`config.mk`:
```
export PLATFORM = sky130hd
export DESIGN_NAME = vector_pair_serializer
export DESIGN_NICKNAME = d
export VERILOG_FILES = /design/src/rtl/lut_vec_pkg.sv /design/src/rtl/vector_pair_serializer_fifo.sv /design/src/rtl/vector_pair_serializer.sv
export SDC_FILE = /design/constraint.sdc
export NUM_CORES = 1
export LEC_CHECK = 0
export ABC_CLOCK_PERIOD_IN_PS = 11600
export CELL_PAD_IN_SITES_DETAIL_PLACEMENT = 1
export CELL_PAD_IN_SITES_GLOBAL_PLACEMENT = 2
export CORE_ASPECT_RATIO = 1.4
export CORE_MARGIN = 2
export CORE_UTILIZATION = 41
export CTS_BUF_LIST = sky130_fd_sc_hd__clkbuf_4 sky130_fd_sc_hd__clkbuf_8
export CTS_CLUSTER_DIAMETER = 60
export DETAILED_ROUTE_END_ITERATION = 6
export GPL_TIMING_DRIVEN = 0
export HOLD_SLACK_MARGIN = 0.08
export PLACE_DENSITY = 0.85
export REMOVE_ABC_BUFFERS = 1
export SLEW_MARGIN = 20
export SYNTH_ARGS = -nofsm -noshare
export SYNTH_HDL_FRONTEND = slang
export SYNTH_SLANG_ARGS = --single-unit
```
`constraint.sdc`:
```
create_clock -name clk -period 11.6 [get_ports clk]
set_input_delay 1.16 -clock clk [delete_from_list [all_inputs] [get_ports clk]]
set_output_delay 1.16 -clock clk [all_outputs]
set_load 0.03 [all_outputs]
```
`src/rtl/lut_vec_pkg.sv`:
```
// Shared types and sizes for the vector pair serializer.
// elem_t is one lane element. vec_pair_t packs the a and b vectors of one
// delay-stage output into a single FIFO word.
package lut_vec_pkg;
  localparam int REG_WIDTH = 16;
  localparam int VECTOR    = 4;
  localparam int DEPTH     = 4;
  localparam int LANE_W    = $clog2(VECTOR);
  localparam int PTR_W     = $clog2(DEPTH);
  localparam int LEVEL_W   = PTR_W + 1;

  typedef logic [REG_WIDTH-1:0] elem_t;
  typedef struct packed {
    elem_t [VECTOR-1:0] a;
    elem_t [VECTOR-1:0] b;
  } vec_pair_t;

  localparam logic [LANE_W-1:0] LAST_LANE = LANE_W'(VECTOR - 1);
endpackage

```
`src/rtl/vector_pair_serializer_fifo.sv`:
```
// vec_pair_fifo: synchronous DEPTH-entry FIFO of vec_pair_t words.
// Ports:
//   clk, rst  clock and synchronous active-high reset
//   push      write wdata (ignored when full)
//   wdata     vector pair to store
//   pop       release the head entry (ignored when empty)
//   rdata     head entry, combinational read of registered state
//   full      registered full flag
//   empty     registered empty flag
//   count     registered occupancy, 0..DEPTH
module vec_pair_fifo
  import lut_vec_pkg::*;
(
  input  logic               clk,
  input  logic               rst,
  input  logic               push,
  input  vec_pair_t          wdata,
  input  logic               pop,
  output vec_pair_t          rdata,
  output logic               full,
  output logic               empty,
  output logic [LEVEL_W-1:0] count
);
  vec_pair_t        mem [DEPTH];
  logic [PTR_W:0]   wr_ptr, rd_ptr;
  logic [PTR_W:0]   wr_next, rd_next;
  logic             do_push, do_pop;

  assign do_push = push & ~full;
  assign do_pop  = pop & ~empty;
  assign wr_next = wr_ptr + (PTR_W+1)'(do_push);
  assign rd_next = rd_ptr + (PTR_W+1)'(do_pop);
  assign rdata   = mem[rd_ptr[PTR_W-1:0]];

  // Storage carries no reset; the pointers alone define what is valid.
  always_ff @(posedge clk) begin
    if (do_push) mem[wr_ptr[PTR_W-1:0]] <= wdata;
  end

  // Full when the pointers differ only in the wrap bit, empty when equal.
  always_ff @(posedge clk) begin
    if (rst) begin
      wr_ptr <= '0;
      rd_ptr <= '0;
      count  <= '0;
      full   <= 1'b0;
      empty  <= 1'b1;
    end else begin
      wr_ptr <= wr_next;
      rd_ptr <= rd_next;
      full   <= (wr_next ^ rd_next) == {1'b1, {PTR_W{1'b0}}};
      empty  <= wr_next == rd_next;
      case ({do_push, do_pop})
        2'b10:   count <= count + 1'b1;
        2'b01:   count <= count - 1'b1;
        default: count <= count;
      endcase
    end
  end
endmodule

```
`src/rtl/vector_pair_serializer.sv`:
```
// vector_pair_serializer: buffers (a_n, b_n) vector pairs and replays them
// one lane per cycle to a scalar consumer.
// Ports:
//   clk, rst             clock and synchronous active-high reset
//   in_valid / in_ready  vector pair input; in_ready = !full (registered)
//   a_n, b_n             unpacked input vectors, lane 0 first
//   out_valid/out_ready  scalar lane output
//   out_a, out_b         elements of the current lane (0 when idle)
//   out_lane, out_last   current lane index, last-lane flag
//   level                occupied FIFO entries
//   overflow             sticky: a vector was offered while full
// Handshake: a transfer happens on a posedge where valid and ready are both
// high; valid-side payload is held stable while valid is high and ready low.
module vector_pair_serializer
  import lut_vec_pkg::*;
(
  input  logic                 clk,
  input  logic                 rst,
  input  logic                 in_valid,
  output logic                 in_ready,
  input  logic [REG_WIDTH-1:0] a_n [VECTOR],
  input  logic [REG_WIDTH-1:0] b_n [VECTOR],
  output logic                 out_valid,
  input  logic                 out_ready,
  output logic [REG_WIDTH-1:0] out_a,
  output logic [REG_WIDTH-1:0] out_b,
  output logic [LANE_W-1:0]    out_lane,
  output logic                 out_last,
  output logic [LEVEL_W-1:0]   level,
  output logic                 overflow
);
  vec_pair_t          wdata, head;
  logic               full, empty, pop;
  logic [LANE_W-1:0]  lane_q;
  logic               lane_step;

  always_comb begin
    wdata = '0;
    for (int i = 0; i < VECTOR; i++) begin
      wdata.a[i] = a_n[i];
      wdata.b[i] = b_n[i];
    end
  end

  vec_pair_fifo u_fifo (
    .clk   (clk),
    .rst   (rst),
    .push  (in_valid),
    .wdata (wdata),
    .pop   (pop),
    .rdata (head),
    .full  (full),
    .empty (empty),
    .count (level)
  );

  assign in_ready  = ~full;
  assign out_valid = ~empty;
  assign lane_step = out_valid & out_ready;
  // The entry leaves the FIFO only once its last lane is accepted.
  assign pop       = lane_step & (lane_q == LAST_LANE);

  always_ff @(posedge clk) begin
    if (rst) begin
      lane_q   <= '0;
      overflow <= 1'b0;
    end else begin
      if (lane_step) lane_q <= (lane_q == LAST_LANE) ? '0 : lane_q + 1'b1;
      if (in_valid & ~in_ready) overflow <= 1'b1;
    end
  end

  always_comb begin
    out_a    = '0;
    out_b    = '0;
    out_lane = '0;
    out_last = 1'b0;
    if (out_valid) begin
      out_a    = head.a[lane_q];
      out_b    = head.b[lane_q];
      out_lane = lane_q;
      out_last = lane_q == LAST_LANE;
    end
  end
endmodule

```
==> tab_implementation.tex <==
% Synthesis and place-and-route results
\begin{tabular}{lr}
\hline
Metric & Value \\
\hline
\multicolumn{2}{l}{\textbf{Outcome}} \\
Result of the run & completed \\
\multicolumn{2}{l}{\textbf{GRT}} \\
Global-route total usage across every layer & about a fifth \\
Wire length of the first global-routing pass & 70.3 mm \\
Pin count of the biggest net entering global routing & approximately 47 \\
Via count of the first global-routing pass & between 10,000 and 15,000 \\
Initial antenna violation count & 7 \\
\multicolumn{2}{l}{\textbf{Final timing}} \\
Crit path time final & between 4000 and 5000 ps \\
Count of final hold-check violations & 0 \\
\multicolumn{2}{l}{\textbf{Synth}} \\
Complex-gate fraction of the synthesized area & a little under 4\% \\
Cell accounting for the most synthesized area & sky130\_fd\_sc\_hd\_\_edfxtp\_1 \\
Fraction of synthesis flops using an asynchronous set or reset pin & 0\% \\
Comb area leader & multiplexers \\
Most used standard cell by instance count after synthesis & sky130\_fd\_sc\_hd\_\_edfxtp\_1 \\
Synthesis area per yosys & approximately 20,000 um2 \\
Post-Syn Instances & between 1,000 and 1,500 \\
Total number of yosys warnings & 0 \\
\multicolumn{2}{l}{\textbf{Critical path}} \\
Capturing element type of the critical path & primary output \\
\multicolumn{2}{l}{\textbf{Die}} \\
Number of well taps & around 640 \\
Number of standard-cell rows in the floorplan & $\sim$96 \\
\multicolumn{2}{l}{\textbf{Power and ir drop}} \\
Power share of the sequential group & between 50\% and 60\% \\
Net switching power figure & around 890 uW \\
Cell Pwr Density & $\sim$160 nW/um2 \\
\multicolumn{2}{l}{\textbf{Clocking}} \\
Clk buf depth & 3 \\
Clock tree from TritonCTS & built \\
Post-CTS setup buffer count & 0 \\
Clock transition at the register clock pins on the worst setup and hold paths after CTS & $\sim$60 ps \\
\multicolumn{2}{l}{\textbf{Placed design}} \\
Dpl hpwl & 29.9 mm \\
\multicolumn{2}{l}{\textbf{Cells and area}} \\
Final layout net count & about 1,400 \\
\multicolumn{2}{l}{\textbf{Route}} \\
Met2 Routed Length & approximately 26 mm \\
\hline
\end{tabular}
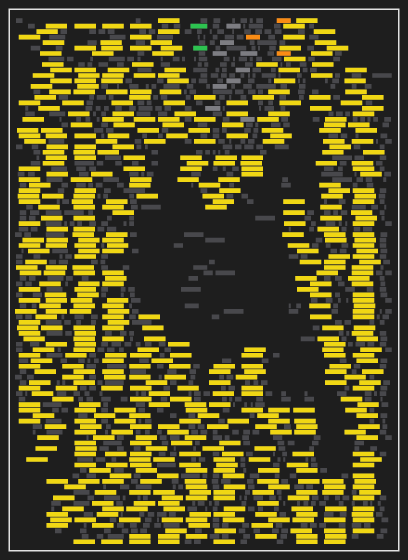
(register map, names as in the netlist)
Other sequential cells in the stronger gray, the rest of the logic in the fainter gray.
[yellow] u_fifo.mem | flops: 512 | where: all over the die
[orange] u_fifo.count | flops: 3
[green] lane_q | flops: 2
not colored: 9
seq pwr: 2.21 mW
Layout Utilization: 50.9%

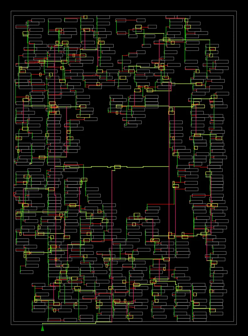
(clock routing)
Clock net power: 1.47 mW
number of clock-tree buffers in the layout: 111
later-pin clock latency in the skew report: 640 ps
num sequential: 526
setup skew after layout: 17.4 ps

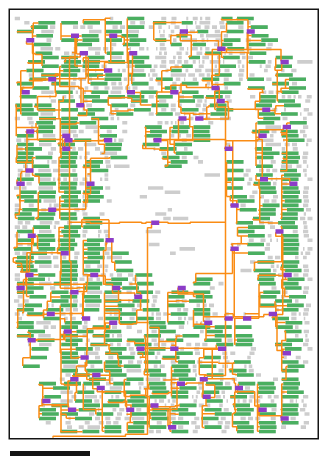
(clock wires, drivers and flops)
Scale bar: 50 um.
[orange] clock wires | length: 6,370 um
[purple] clock-net drivers | count: 78
[green] flip-flops | count: 526
flops lie: all over the die
routed clock nets: 79
Clk pwr share: 36.9%

Power figures rest on the tool's default switching activity, not on a simulated workload.
